`src/rtl/sequence_flasher.sv`:
```
// Flashes a latched sequence of up to 8 BCD digits, one at a time, with a blank
// gap between digits. Every output is registered.
module sequence_flasher #(
  parameter int BASE_TICKS = 12500000,
  parameter int MAX_LEN    = 8
) (
  input  logic        clk,
  input  logic        rst,
  input  logic        start,
  input  logic        abort,
  input  logic [31:0] seqData,
  input  logic [3:0]  seqLength,
  input  logic [1:0]  speedNumber,
  output logic [3:0]  numToFlash,
  output logic        noNumToFlash,
  output logic [2:0]  flashIndex,
  output logic        busy,
  output logic        done
);

  typedef enum logic [1:0] {IDLE, SHOW, GAP, DONE} state_t;

  state_t      state_q, state_d;
  logic [31:0] cnt_q, cnt_d;
  logic [2:0]  idx_q, idx_d;
  logic [3:0]  len_q, len_d;
  logic [31:0] data_q, data_d;
  logic [1:0]  spd_q, spd_d;

  logic [3:0]  num_d;
  logic        blank_d;
  logic        busy_d;
  logic        done_d;
  logic [3:0]  clamped_len;

  function automatic logic [31:0] on_ticks(input logic [1:0] s);
    return 32'(BASE_TICKS) * (32'd4 - 32'(s));
  endfunction

  function automatic logic [31:0] gap_ticks(input logic [1:0] s);
    logic [31:0] half;
    half = on_ticks(s) >> 1;
    return (half == 32'd0) ? 32'd1 : half;
  endfunction

  assign clamped_len = (seqLength > 4'(MAX_LEN)) ? 4'(MAX_LEN) : seqLength;

  always_comb begin
    // NOTE: every signal gets a default first so no path through the case infers a latch.
    state_d = state_q;
    cnt_d   = cnt_q;
    idx_d   = idx_q;
    len_d   = len_q;
    data_d  = data_q;
    spd_d   = spd_q;

    if (abort) begin
      state_d = IDLE;
      cnt_d   = '0;
    end else begin
      unique case (state_q)
        IDLE: begin
          if (start) begin
            data_d = seqData;
            len_d  = clamped_len;
            spd_d  = speedNumber;
            idx_d  = '0;
            if (clamped_len != 4'd0) begin
              state_d = SHOW;
              cnt_d   = on_ticks(speedNumber) - 32'd1;
            end else begin
              state_d = DONE;
            end
          end
        end
        SHOW: begin
          if (cnt_q == 32'd0) begin
            if ({1'b0, idx_q} == len_q - 4'd1) begin
              state_d = DONE;
            end else begin
              state_d = GAP;
              cnt_d   = gap_ticks(spd_q) - 32'd1;
            end
          end else begin
            cnt_d = cnt_q - 32'd1;
          end
        end
        GAP: begin
          if (cnt_q == 32'd0) begin
            state_d = SHOW;
            idx_d   = idx_q + 3'd1;
            cnt_d   = on_ticks(spd_q) - 32'd1;
          end else begin
            cnt_d = cnt_q - 32'd1;
          end
        end
        DONE: state_d = IDLE;
        default: state_d = IDLE;
      endcase
    end

    // Outputs are decoded from the next state so the registered copies line up with it.
    blank_d = (state_d != SHOW);
    num_d   = blank_d ? 4'd0 : data_d[{idx_d, 2'b00} +: 4];
    busy_d  = (state_d != IDLE);
    done_d  = (state_d == DONE);
  end

  always_ff @(posedge clk) begin
    // NOTE: sequential state uses non-blocking assignments so all registers update together.
    if (rst) begin
      state_q      <= IDLE;
      cnt_q        <= '0;
      idx_q        <= '0;
      len_q        <= '0;
      data_q       <= '0;
      spd_q        <= '0;
      numToFlash   <= '0;
      noNumToFlash <= 1'b1;
      flashIndex   <= '0;
      busy         <= 1'b0;
      done         <= 1'b0;
    end else begin
      state_q      <= state_d;
      cnt_q        <= cnt_d;
      idx_q        <= idx_d;
      len_q        <= len_d;
      data_q       <= data_d;
      spd_q        <= spd_d;
      numToFlash   <= num_d;
      noNumToFlash <= blank_d;
      flashIndex   <= idx_d;
      busy         <= busy_d;
      done         <= done_d;
    end
  end

endmodule

```
`config.mk`:
```
export PLATFORM = sky130hd
export DESIGN_NAME = sequence_flasher
export DESIGN_NICKNAME = d
export VERILOG_FILES = /design/src/rtl/sequence_flasher.sv
export SDC_FILE = /design/constraint.sdc
export NUM_CORES = 1
export LEC_CHECK = 0
export CAP_MARGIN = 20
export CORE_MARGIN = 8
export CORE_UTILIZATION = 40
export DETAILED_ROUTE_END_ITERATION = 8
export PLACE_DENSITY = 0.63
export SLEW_MARGIN = 10
export SYNTH_ARGS = -nofsm -noshare
export SYNTH_HDL_FRONTEND = slang
export SYNTH_SLANG_ARGS = --single-unit
export TNS_END_PERCENT = 20
```
`constraint.sdc`:
```
create_clock -name clk -period 6.75 [get_ports clk]
set_input_delay 1.35 -clock clk [delete_from_list [all_inputs] [get_ports clk]]
set_output_delay 1.35 -clock clk [all_outputs]
set_load 0.05 [all_outputs]
```
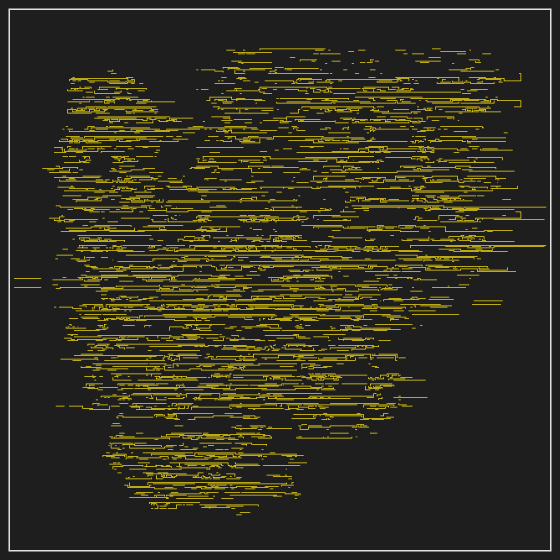
m1.png
nets with wire on the layer	968
longest straight run	48.8 µm
share of all routed wire	47%
wire length on this layer	9720 µm

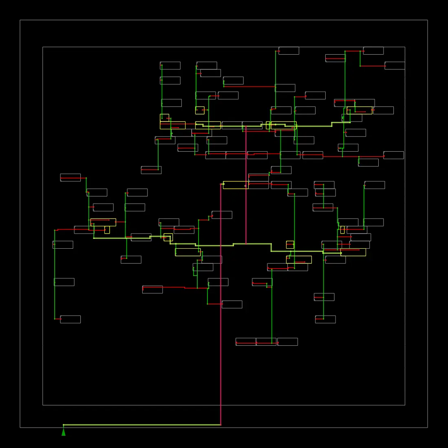
clock_nets.png
clock sink total: 82
Clock net power: 0.464 mW
Late-Pin Clk Latency: 0.35 ns
final worst clock skew: 0.0132 ns
number of clock buffers in the layout: 11

==> results.txt <==
Reports from this run.

- The synth_stat.txt file lists the number of cells as 918.
- The flip-flop and latch count is 82.
- Measured on the finished design, the core utilization comes to 46.1%.
- The count of cells in the finished layout, fillers not included, comes to 1171.
- The warning total across the stage logs is 44.
- The sequential fraction of total cell area is 20.7%.
- The depth of the most critical reg-to-reg path is 16.
- The synthesized design contains 82 register bits.
- The number of global-route vias before repair is 6299.
- The clock transition time at the flip-flop clock pins of the worst setup and hold paths is 0.06 ns.
- The critical path contains buffers and inverters numbering 2 combined.
- The area of all placed cells without fillers reads 7940 µm².
- The post-CTS repair timing setup buffer count is 0.
- The critical path endpoint reads cnt_q[27].
- The power share of the sequential group reads 35.3%.
- Per the run report, area growth between synthesis and finish was 12.9%.
- The path type of the worst setup path is in2reg.
- The tally of yosys warning messages is 0.
- The share of synthesized cell area in and, or, nand and nor gates reads 27.5%.
- The violation count after the first detailed-route iteration reads 409.
- Wire segments on met3 add up to 1.06 mm in the final route.
- The final setup violation count is 0.
- The per-cell routed wire length reads 17.8 µm.
- In the post-route report, total wirelength is listed as 20.8 mm.
- The initial antenna violation count was 0.
- After layout, the worst path uses 84.8% of the clock period.
- In the layout the tool counted multi-input logic cells amounting to 761.
- The routed via count reads 6840.
- The type of element launching the critical path is an input pin.
- The width of the chip reads 149 µm.
- The total placed instance area reads 7670 µm².
- The switching power share of the total is 36.5%.
- The fraction of cell area in non-clock buffers reads 7.19%.
- After layout, the buffer instance count without clock buffers stands at 59.
- The iteration tally of the first detailed-router pass is 7.
- The mean instance size in the synthesized netlist is 7.66 µm².
- Counting instances in the post-synthesis netlist gives the leading cell types as sky130_fd_sc_hd__nand2_1 (155), sky130_fd_sc_hd__a21oi_1 (86), sky130_fd_sc_hd__dfxtp_1 (82).
- The number of instances resized during post-cts repair reads 0.
- The global-route usage over all layers is 18.7%.
- Row generation in the floorplan step produced 48 rows.
- The flow ran to the end, and the final reports show no timing, DRC or antenna violations.
- The area share of and-or/or-and cells after synthesis reads 24.4%.
- The power attributed to combinational cells is 0.502 mW.
- The overall power consumption reads 1.49 mW.
- The area taken by multi-input logic gates reads 5070 µm².
- The routed design uses 9.66 mm of met2 wire.
- The peak fanout along the critical path reads 8.
- The async set-reset flop share out of synthesis is 0%.
- The effective utilization at floorplan reads 40.8%.
- Recorded from the global router log, the overflow total was 0.
- The path class of the lowest-slack min-delay path reads reg2reg.
- TritonCTS built the clock tree.
- Ranked by total cell area, the synthesized netlist is headed by sky130_fd_sc_hd__dfxtp_1 (23%), sky130_fd_sc_hd__ha_1 (11%), sky130_fd_sc_hd__nand2_1 (8.3%).
- Per the timing report, the achievable frequency comes out to 175 MHz.
- The cell type that accounts for the most area after synthesis is sky130_fd_sc_hd__dfxtp_1.
- The detail route stage leaves a number of antenna-violating nets equal to 0.
- The startpoint of the lowest-slack hold path is data_q[8].
- The maximum number of pins on one net before global-route repair reads 44.
- For this run, the chip area from Yosys synthesis comes to 7030 µm².
- In the final layout, multi-input gates take up 63.8% of the cell area.
- The number of cells in the design after placement reads 1155.
- The proportion of synthesized area in mux cells is 3.12%.
- The final worst slack reads 1.03 ns.
- The routing usage on met3 reads 3.68%.
- The maximum ir drop on the vdd rail reads 0.132 mV.
- In the synthesized netlist, the number of instances is 918.
- The group drawing the most power reads registers.
- Traced cell by cell, the critical path runs through clkdlybuf4s50_1, inv_1, ha_1, nand2_1, xnor2_1, ha_1, ha_1, ha_1, ha_1, nand4b_1, a2111oi_0, a2111oi_0, o311ai_1, or2_0, or4_1, a41oi_1.
- Summed over all failing endpoints, the final setup total negative slack is 0 ns.
- The y dimension of the die is 149 µm.
- Per the area breakdown, the dominant cell category is logic gates.
- The vias per cell reads 5.84.
- The total die area reads 22100 µm².
- The worst reg2reg path endpoint reads cnt_q[27].
- The routed metal-1 wirelength reads 9.72 mm.
- Of all the cell area in the finished design, the clock network holds 3.42%.
- The H-tree depth reported by CTS is 3.
- The slew at the pin closest to its max-slew limit reads 1.05 ns.
- The routed layout reports a DRC error count of 0.
- The met1 track demand over resource in global routing reads 24.3%.
- The post-synthesis share of cell area spent on full adders, half adders and majority gates reads 11.5%.
- The largest registers in the layout are cnt_q x32, data_q x32.
- The sequential cell area reads 1640 µm².
- The combinational power share is 33.6%.
- met2 is the most crowded layer.
- Once detailed placement completed, the half-perimeter wirelength came to 15.0 mm.
- The sequential element share of the synthesized area reads 23.4%.
- The end of the worst hold path reads data_q[8].
- For flop-to-flop paths, the worst setup slack is 1.52 ns.
- The largest individual stage delay along the critical path comes from the cell sky130_fd_sc_hd__clkdlybuf4s50_1.
- The area share of the largest cell type after synthesis is 23.4%.
- Yosys shows that the main logic family after synthesis is simple AND/OR/NAND/NOR gates.
- In this run, the synthesized area fraction spent on xor and xnor cells is recorded as 5.23%.
- CTS placed an instance of sky130_fd_sc_hd__clkbuf_16 at the clock tree root.
- The number of filler instances in the final layout is 1750.
- The critical path required time reads 7.02 ns.
- For reference, the critical path is launched at speedNumber[1].
- Yosys mapped a number of flops with a built-in enable equal to 0.
- The worst setup slack after placement is 0.672 ns.
- The library cells used most frequently in the layout, excluding fill and tap cells, are sky130_fd_sc_hd__nand2_1 (155), sky130_fd_sc_hd__a21oi_1 (86), sky130_fd_sc_hd__dfxtp_1 (82).
- The max capacitance violation total reads 0.
- The fraction of final layout cells sized beyond drive strength 1 reads 6.77%.
- The primary flip-flop cell chosen by synthesis mapping reads sky130_fd_sc_hd__dfxtp_1.
- The post-layout minimum cycle time reads 5.72 ns.
- Setup repair after global routing left no endpoint under its margin.
- The timing report attributes the biggest portion of critical-path delay to adder cells.
- The number of clock buffers added by TritonCTS is 9.
- The power spent charging and discharging nets reads 0.546 mW.
- After its last routability iteration, the placer logged a weighted congestion of 0.890.
- The maximum root-to-sink buffer count reads 2.
- Hold timing on the final database bottoms out at a slack of 0.454 ns.
- The total number of nets in the final design is 1047.
- Total power normalized to cell area comes to 188 nW/µm².
- The cell area that synthesis handed to floorplanning was 7030 µm².
- The relative slew slack is 29.7%.
- The total of buffers placed on input and output ports is 51.
- The area of the core reads 17200 µm².
- The tally of unique sky130hd cells used after synthesis is 88.
- Per the OpenROAD power report, leakage power amounts to 3.01 nW.
- The data arrival time of the worst path is 6.00 ns.
- The I/O pin total reads 52.
- The hold buffer count at cts reads 0.
- The clock group share of total power is 31.1%.
- The global-route wire length before repair is 33.4 mm.
- Cell internal power was estimated by the tool at 0.948 mW.
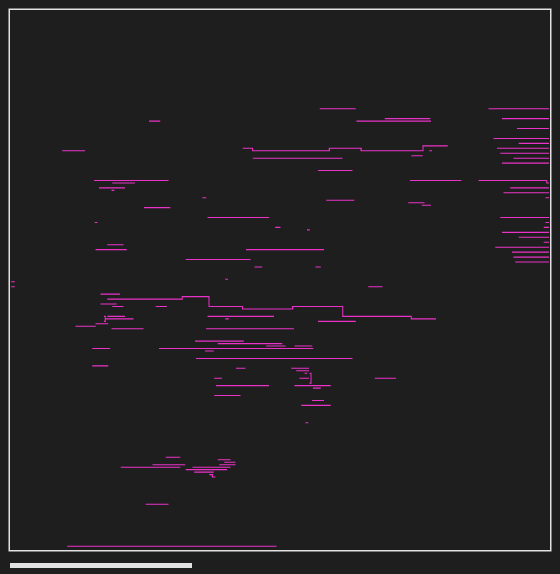
m3.png
Bar = 50 µm.
nets with wire on the layer	88
share of all routed wire	5.1%

Power and IR drop assume default switching activity.
